File: src/rtl/spi_snapshot_pkg.sv
// Shared sizing helpers for the SPI snapshot readout memory.
// SPI_SNAPSHOT_CKSUM_EN appends a one-byte checksum after the channel data.
package spi_snapshot_pkg;

  typedef logic [7:0] snap_byte_t;

  function automatic int unsigned snap_bpc(input int unsigned ch_width);
    return ch_width / 8;
  endfunction

  function automatic int unsigned snap_data_len(input int unsigned num_ch,
                                                input int unsigned ch_width);
    return num_ch * snap_bpc(ch_width);
  endfunction

  function automatic int unsigned snap_len(input int unsigned num_ch,
                                           input int unsigned ch_width);
`ifdef SPI_SNAPSHOT_CKSUM_EN
    return snap_data_len(num_ch, ch_width) + 1;
`else
    return snap_data_len(num_ch, ch_width);
`endif
  endfunction

  // Address width never drops below one bit, even for a single-byte frame.
  function automatic int unsigned snap_addr_w(input int unsigned num_ch,
                                              input int unsigned ch_width);
    int unsigned l;
    l = snap_len(num_ch, ch_width);
    return (l < 2) ? 1 : 32'($clog2(l));
  endfunction

endpackage

File: src/rtl/spi_snapshot_mem_rise.sv
// Rising-edge detector for the SPI byte-advance strobe.
module spi_rise_detect (
  input  logic clk,
  input  logic rst,
  input  logic d,
  output logic rise
);

  logic r_d;

  always_ff @(posedge clk) begin
    if (rst) r_d <= 1'b0;
    else     r_d <= d;
  end

  assign rise = d & ~r_d;

endmodule

File: src/rtl/spi_snapshot_mem.sv
// Snapshot register of NUM_CH channels served byte-by-byte to an SPI slave.
// SPI_SNAPSHOT_CKSUM_EN adds a modulo-256 byte sum at address DATA_LEN.
module spi_snapshot_mem
  import spi_snapshot_pkg::*;
#(
  parameter  int unsigned NUM_CH   = 4,
  parameter  int unsigned CH_WIDTH = 16,
  localparam int unsigned ADDR_W   = snap_addr_w(NUM_CH, CH_WIDTH)
) (
  input  logic                       clk,
  input  logic                       rst,
  input  logic                       reset_addr,
  input  logic                       incr,
  input  logic                       snap_req,
  input  logic [NUM_CH*CH_WIDTH-1:0] ch_data,
  output logic [7:0]                 out_byte,
  output logic [ADDR_W-1:0]          addr_out,
  output logic                       frame_active,
  output logic                       snap_ack,
  output logic                       overrun
);

  localparam int unsigned DATA_LEN = snap_data_len(NUM_CH, CH_WIDTH);
  localparam int unsigned LEN      = snap_len(NUM_CH, CH_WIDTH);
  localparam int unsigned SNAP_W   = NUM_CH * CH_WIDTH;

  logic              w_rise;
  logic              w_adv;
  logic              w_capture;
  logic              w_last;
  snap_byte_t        w_byte;
  logic [ADDR_W-1:0] r_addr;
  logic              r_frame_active;
  logic              r_pending;
  logic              r_snap_ack;
  logic              r_overrun;
  logic [SNAP_W-1:0] r_snap;

  spi_rise_detect u_incr_rise (
    .clk  (clk),
    .rst  (rst),
    .d    (incr),
    .rise (w_rise)
  );

  // reset_addr wins over a coincident advance; rst is handled in the register block.
  assign w_adv     = w_rise & ~reset_addr;
  assign w_capture = ~r_frame_active & (snap_req | r_pending);
  assign w_last    = (r_addr == ADDR_W'(LEN - 1));

`ifdef SPI_SNAPSHOT_CKSUM_EN
  snap_byte_t r_cksum;
  snap_byte_t w_sum;

  always_comb begin
    w_sum = '0;
    for (int k = 0; k < int'(DATA_LEN); k++) begin
      w_sum = w_sum + ch_data[8*k +: 8];
    end
  end

  always_ff @(posedge clk) begin
    if (rst)            r_cksum <= '0;
    else if (w_capture) r_cksum <= w_sum;
  end
`endif

  // Frame address, capture handshake and overrun tracking.
  always_ff @(posedge clk) begin
    if (rst) begin
      r_addr         <= '0;
      r_frame_active <= 1'b0;
      r_pending      <= 1'b0;
      r_snap_ack     <= 1'b0;
      r_overrun      <= 1'b0;
      r_snap         <= '0;
    end else begin
      r_snap_ack <= w_capture;
      if (snap_req && r_pending) r_overrun <= 1'b1;

      if (w_capture) begin
        r_snap    <= ch_data;
        r_pending <= 1'b0;
      end else if (snap_req) begin
        r_pending <= 1'b1;
      end

      if (reset_addr) begin
        r_addr         <= '0;
        r_frame_active <= 1'b0;
      end else if (w_adv) begin
        if (w_last) begin
          r_addr         <= '0;
          r_frame_active <= 1'b0;
        end else begin
          r_addr <= r_addr + ADDR_W'(1);
          if (r_addr == '0) r_frame_active <= 1'b1;
        end
      end
    end
  end

  // Byte k of the snapshot sits at bits [8k +: 8]; channels are packed little-endian.
  always_comb begin
    w_byte = '0;
    for (int k = 0; k < int'(DATA_LEN); k++) begin
      if (r_addr == ADDR_W'(k)) w_byte = r_snap[8*k +: 8];
    end
`ifdef SPI_SNAPSHOT_CKSUM_EN
    if (r_addr == ADDR_W'(DATA_LEN)) w_byte = r_cksum;
`endif
  end

  assign out_byte     = w_byte;
  assign addr_out     = r_addr;
  assign frame_active = r_frame_active;
  assign snap_ack     = r_snap_ack;
  assign overrun      = r_overrun;

endmodule
File: config.mk
export PLATFORM = sky130hd
export DESIGN_NAME = spi_snapshot_mem
export DESIGN_NICKNAME = d
export VERILOG_FILES = /design/src/rtl/spi_snapshot_pkg.sv /design/src/rtl/spi_snapshot_mem_rise.sv /design/src/rtl/spi_snapshot_mem.sv
export SDC_FILE = /design/constraint.sdc
export NUM_CORES = 1
export LEC_CHECK = 0
export CORE_MARGIN = 2
export CORE_UTILIZATION = 44
export DETAILED_ROUTE_END_ITERATION = 7
export GPL_TIMING_DRIVEN = 0
export PLACE_DENSITY = 0.71
export REMOVE_ABC_BUFFERS = 1
export SETUP_SLACK_MARGIN = 0.1
export SYNTH_ARGS = -nofsm -noshare
export SYNTH_HDL_FRONTEND = slang
export SYNTH_SLANG_ARGS = --single-unit
File: constraint.sdc
create_clock -name clk -period 3.1 [get_ports clk]
set_clock_uncertainty 0.2 [all_clocks]
set_input_delay 0.775 -clock clk [delete_from_list [all_inputs] [get_ports clk]]
set_output_delay 0.775 -clock clk [all_outputs]
set_load 0.005 [all_outputs]
Fig. 1: run 1, where the registers sit
The bar under the picture is 20 um long. Other sequential cells in the stronger gray, the rest of the logic in the fainter gray.
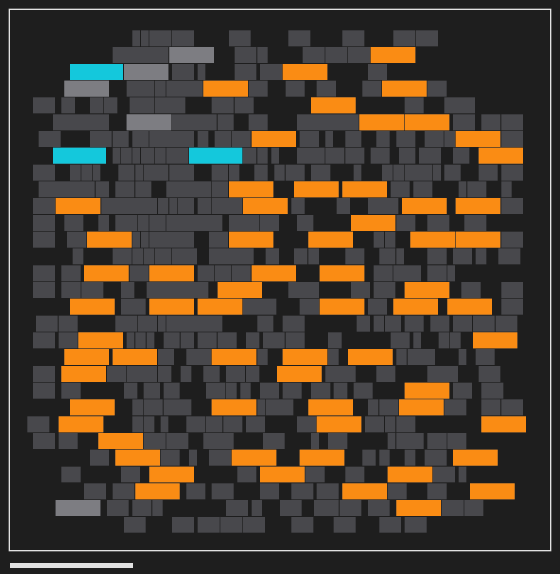
- r_snap: orange (sequential cells 64; where widely spread)
- addr_out: cyan (sequential cells 3)
final design utilization: 0.662
area taken by flip-flops and latches: 0.00145 sq mm
flop share of the area: 0.325

Fig. 2: run 1, cell placement
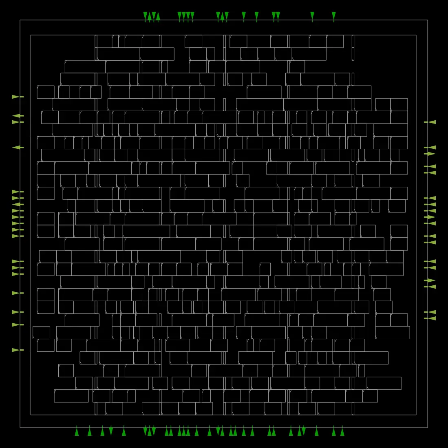
filler cell count in the final layout: 552
FF+latch count: 72
core area: 0.00676 sq mm

==> results.txt, run 1 <==
From the run reports.

- The total cell area reported by yosys after synthesis is a little over 0.003 sq mm.
- The final setup violation count reads 0.
- The run finished with clean final reports.
- The warning tally printed by Yosys for this design is 0.
- The power of the sequential group reads 1.03 mW.
- The starting utilization of the core area is 0.455.
- The critical path depth reads 8.
- The slew at the pin with the worst max-slew slack reads about 0.96 ns.
- The average vias per placed instance is approximately 5.8.
- The violation tally from detailed-route iteration zero is ~110.
- Port buffering added 82 buffers.
- The initial antenna violation count is 0.
- The data arrival time reported for the critical path is between 1.5 and 2 ns.
- sky130_fd_sc_hd__dfxtp_1 is the most common cell in the netlist.
- The category of the critical setup timing path is flip-flop to output pin.
- Dividing the synthesized area by the synthesized cell count gives 10.1 sq um.
- The placed instance count is roughly 440.
- The number of cells on the worst reg-to-reg path reads 4.
- The sum of overflow across all layers after global routing reads 0.
- Clock network power for this build is 0.622 mW.
- The number of nets in the layout is about 480.
- The cell type taking the most area reads combinational gates.
- In this run the register-to-register setup slack is ~1.1 ns.
- Along the worst path, the maximum fanout reaches 6.
- The later pin in the worst-skew pair is clocked with a latency of 0.35 ns.
- The post-synth design cell area reads 0.00307 sq mm.
- The critical path buffer and inverter count is 2.
- The cell chosen for the clock root is sky130_fd_sc_hd__clkbuf_8.
- After detailed placement, the total cell area comes to between 0.003 and 0.004 sq mm.
- The power of the combinational group reads between 0.3 and 0.4 mW.
- The number of multi-input combinational cells is about 190.
Fig. 3: run 1, cells by drive strength
The bar under the picture is 20 um long.
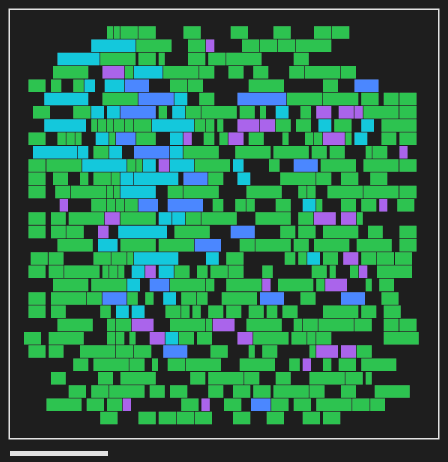
- drive 3 to 4: cyan (cells 45)
- drive 1 or less: green (cells 308)
- drive 6 and up: blue (cells 19)
- drive 2: purple (cells 32)
post-route worst setup slack: 0.182 ns
Finished Cell Area: 0.00447 sq mm
area growth from synthesis to final layout: 45.6%
Buffers, non-clock: 116

run 1: kinds of logic (layout without fill, tap and decap cells):
logic type | Yosys count | after routing | synth area share
AOI/OAI and AO/OA | 134 | 134 | 0.347
DFF | 72 | 72 | 0.469
and+or+nand+nor | 47 | 47 | 0.0851
buffers and inverters | 43 | 144 | 0.0701
adders and majority gates | 6 | 6 | 0.0244
muxes | 1 | 1 | 0.00367
run 1: per-layer routing:
layer,track usage,vias up
li1,-,1333
met1,0.299,1334
met2,0.390,99
met3,0.0773,19
met4,0.112,0
met5,0,-
run 1: sequential cells by signal (all words and copies together), names as in the netlist:
| name | flops |
|---|---|
| addr_out | 3 |
| frame_active | 1 |
| overrun | 1 |
| r_pending | 1 |
| r_snap | 64 |
| snap_ack | 1 |
| u_incr_rise.r_d | 1 |
run 1: placed cells by master (no fill, tap or decap), types with 8 or more instances in the layout:
cell type                         instances
sky130_fd_sc_hd__a22o_1                  71
sky130_fd_sc_hd__clkdlybuf4s50_1         74
sky130_fd_sc_hd__a21oi_2                  8
sky130_fd_sc_hd__buf_2                    8
sky130_fd_sc_hd__nor2_1                  15
sky130_fd_sc_hd__clkbuf_8                 9
sky130_fd_sc_hd__buf_4                   24
sky130_fd_sc_hd__dfxtp_1                 69
sky130_fd_sc_hd__a21oi_1                 14
sky130_fd_sc_hd__nor2b_1                  9
sky130_fd_sc_hd__inv_1                    9
sky130_fd_sc_hd__o21ai_1                  8
run 1: metrics by stage:
stage / TNS [ns] / utilization
global route: 0 / 0.662
global placement: -129.70 / 0.566
floorplan: -7.88 / -
finish: 0 / 0.662
detailed placement: -7.31 / 0.576
CTS: 0 / 0.654
run 1: what timing repair did:
item / CTS / global route
pin swaps: 17 / 5
buffers inserted: 30 / 1
gates resized: 70 / 12
setup endpoints to repair: 8 / 6
==> run 2: changes to the inputs <==
Settings changed: SYNTH_HIERARCHICAL set to 1.
Fig. 4: run 2, where the registers sit
The bar under the picture is 20 um long. Other sequential cells in the stronger gray, the rest of the logic in the fainter gray.
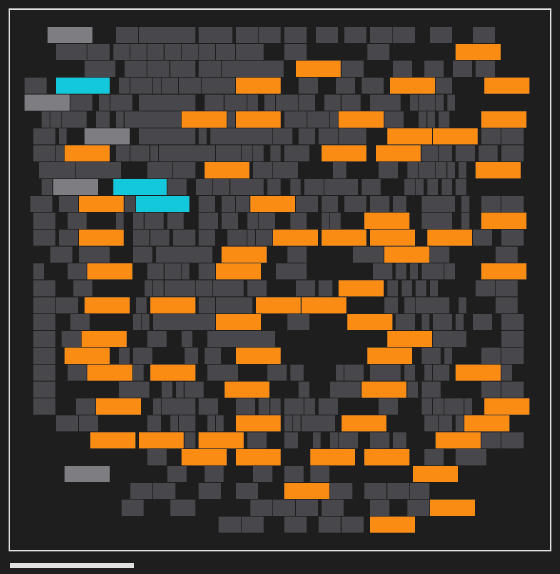
- addr_out: cyan (sequential cells 3)
- r_snap: orange (sequential cells 64; where widely spread)
- not colored: 5

Fig. 5: run 2, cells by drive strength
The bar under the picture is 20 um long.
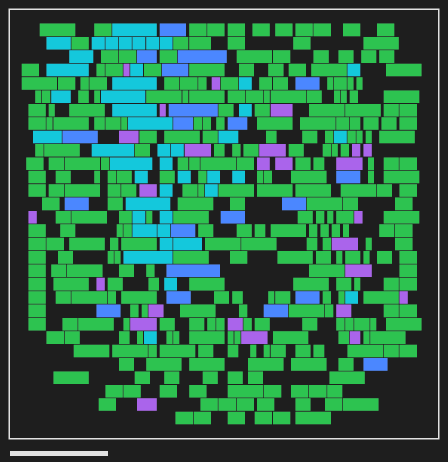
- drive 3 to 4: cyan (cells 44)
- drive 1 or less: green (cells 321)
- drive 2: purple (cells 26)
- drive 6 and up: blue (cells 20)

Fig. 6: run 2, routed metal per tile
17 x 17 tiles, from dark blue (low) to red (high), scaled to the fullest tile. Values are wire area over tile area, all layers added.
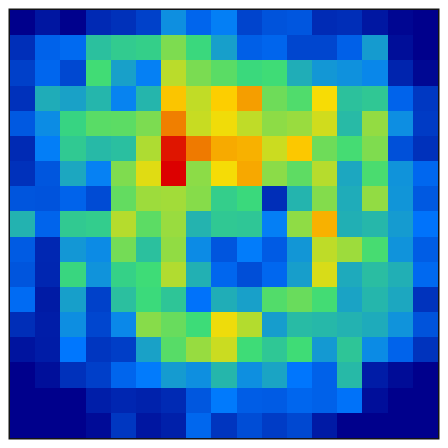
- tiles over half the peak: 26%
- densest ninth of the die: north
- emptiest ninth of the die: south-west
- nearly empty tiles: 6.9%
- fullest tile: 0.56
- mean over tiles: 0.19
total wire length after detailed routing: 8950 um
via count: 2829
Wirelength per Cell: 18.2 um

==> run 2 against run 1 <==
The run now ends with setup timing left. Wire length hardly changed. Sequential share of layout area shrank 0.20 points. Sequential power is essentially flat. Critical path type unchanged. Clock power increased by 23%. Synthesized cell count grew 2.0%. Cell count is 1.4% higher. Area after synthesis fell by 1.3%. Flip-flop count stayed put. Core utilization up 0.78 points. Via count increased by 1.6%. Largest power group unchanged.
==> results.txt, run 2 <==
From the run reports.

- The proportion of power drawn by combinational gates reads 0.160.
- The initial antenna violation count is 0 (unchanged).
- The checks that failed: setup timing.
- By instance count after routing, the leading logic cell types are 74 x sky130_fd_sc_hd__clkdlybuf4s50_1, 69 x sky130_fd_sc_hd__dfxtp_1, 64 x sky130_fd_sc_hd__a22o_1, 23 x sky130_fd_sc_hd__nand2_1, 23 x sky130_fd_sc_hd__buf_4.
- From synthesis to final layout, the design area changed by 48.4%.
- The die boundary height is between 80 and 90 um.
- The number of flip-flops in the largest register reads 64 (unchanged).
- The sum of negative setup slack is -0.0471 ns (-0.0471 ns).
- The placed instance count reads 446 (+1.8%).
- The largest register by flop count is r_snap.
- The core region area is 0.00672 sq mm (-0.56%).
- The tree is rooted in a sky130_fd_sc_hd__clkbuf_8.
- The post-synth design cell area is 0.00303 sq mm (-1.3%).
- The final setup violation count is 1 (+1).
- The post-layout utilization of the core reads 0.670 (+0.00779).
- The leading cell type in the layout, fill and taps excluded is sky130_fd_sc_hd__clkdlybuf4s50_1.
- The sequential portion of the cell area came to 0.323 (-0.00199).
- The power of the sequential group came to 1.03 mW (about the same).
- The H-tree depth reported by CTS reads 3.
- The number of synthesis warnings is 6 (+6).
- The detailed-placement wirelength estimate is approximately 4800 um.
- The total cell area reported by yosys after synthesis is 0.00303 sq mm (-1.3%).
- The source-to-sink clock delay at the later pin of the worst-skew pair reads 0.34 ns (about the same).
- The category of the critical setup timing path reads flip-flop to output pin.
- The post-route clock period utilization is 1.02.
- The clock buffer count is 11.
- The leakage power total reads roughly 1.8 nW.
- The number of non-clock buffers in the layout came to 113 (-2.6%).
- The detailed-route DRC error count is 0.
- The arrival time at the worst endpoint came to 2.17 ns (+0.23 ns).
- The maximum fanout along the worst path is 4 (-2).
- The worst-case setup margin in the final layout reads -0.0471 ns (-0.229 ns).
- The average vias per placed instance is 5.76 (+0.13%).
- The number of gates resized after CTS reads 48 (-31%).
- The number of post-CTS setup repair buffers came to 26 (-13%).
- The clock transition at the registers of the reported paths is ~0.080 ns.
- The total clock network power is 0.763 mW (+23%).
- The sum of overflow across all layers after global routing is 0 (unchanged).
- The starting utilization of the core area reads 0.451 (-0.00342).
- The number of nets in the layout is 481 (+1.3%).
- The number of sequential cells is 72 (unchanged).
- The post-layout instance area reads 0.00450 sq mm (+0.62%).
- The mean instance size in the synthesized netlist came to 9.81 sq um (-3.2%).
- The flow ran to the end, but the final reports show violations.
- The area taken by flip-flops and latches is 0.00145 sq mm (unchanged).
- Ranked by total area, the top cell class in this layout is combinational gates.
- The number of multi-input combinational cells is 198 (+5.3%).
- The number of fill cells reads 544 (-1.4%).
- The power of the combinational group is 0.342 mW (-2%).
-- run 2: cell count changes after synthesis, moves of 7 or more --
cell,before,now
sky130_fd_sc_hd__nand2_1,5,25
sky130_fd_sc_hd__a22o_1,71,64
sky130_fd_sc_hd__a221o_1,7,0
sky130_fd_sc_hd__o21ai_1,9,0
sky130_fd_sc_hd__or3_1,7,0
sky130_fd_sc_hd__a211oi_2,7,0
-- run 2: logic make-up (layout without fill, tap and decap cells) --
family                   count (synthesis)  count (layout)  synth area share
AND-OR/OR-AND                          124             124             0.317
flip-flops                              72              72             0.475
AND/OR/NAND/NOR                         65              65             0.111
buffers and inverters                   39             141            0.0615
adder cells (fa/ha/maj)                  6               6            0.0248
multiplexers                             3               3            0.0103
-- run 2: worst max-delay path, stage by stage, from the launching register on --
cell	delay [ns]
sky130_fd_sc_hd__dfxtp_4	0.38
sky130_fd_sc_hd__ha_4	0.17
sky130_fd_sc_hd__ha_4	0.16
sky130_fd_sc_hd__buf_6	0.11
sky130_fd_sc_hd__buf_4	0.11
sky130_fd_sc_hd__nand2_1	0.08
sky130_fd_sc_hd__a2111oi_4	0.28
sky130_fd_sc_hd__nor3_1	0.07
sky130_fd_sc_hd__a211oi_1	0.29
sky130_fd_sc_hd__buf_2	0.17
-- run 2: metal layers --
layer / vias to the layer above / track usage
li1: 1349 / -
met1: 1362 / 0.291
met2: 98 / 0.427
met3: 20 / 0.0559
met4: 0 / 0.0852
met5: - / 0
-- run 2: final timing paths --
| path | startpoint | endpoint | slack, ns | depth (start not counted) |
|---|---|---|---|---|
| setup / recovery | addr_out[1] | out_byte[5] | -0.05 | 9 |
| hold / removal | overrun | overrun | 0.28 | 2 |
| setup reg to reg | r_pending | r_snap[4] | 1.10 | 5 |
| hold reg to reg | overrun | overrun | 0.28 | 2 |
No activity file was given, so power comes from the tool's default toggle rates.
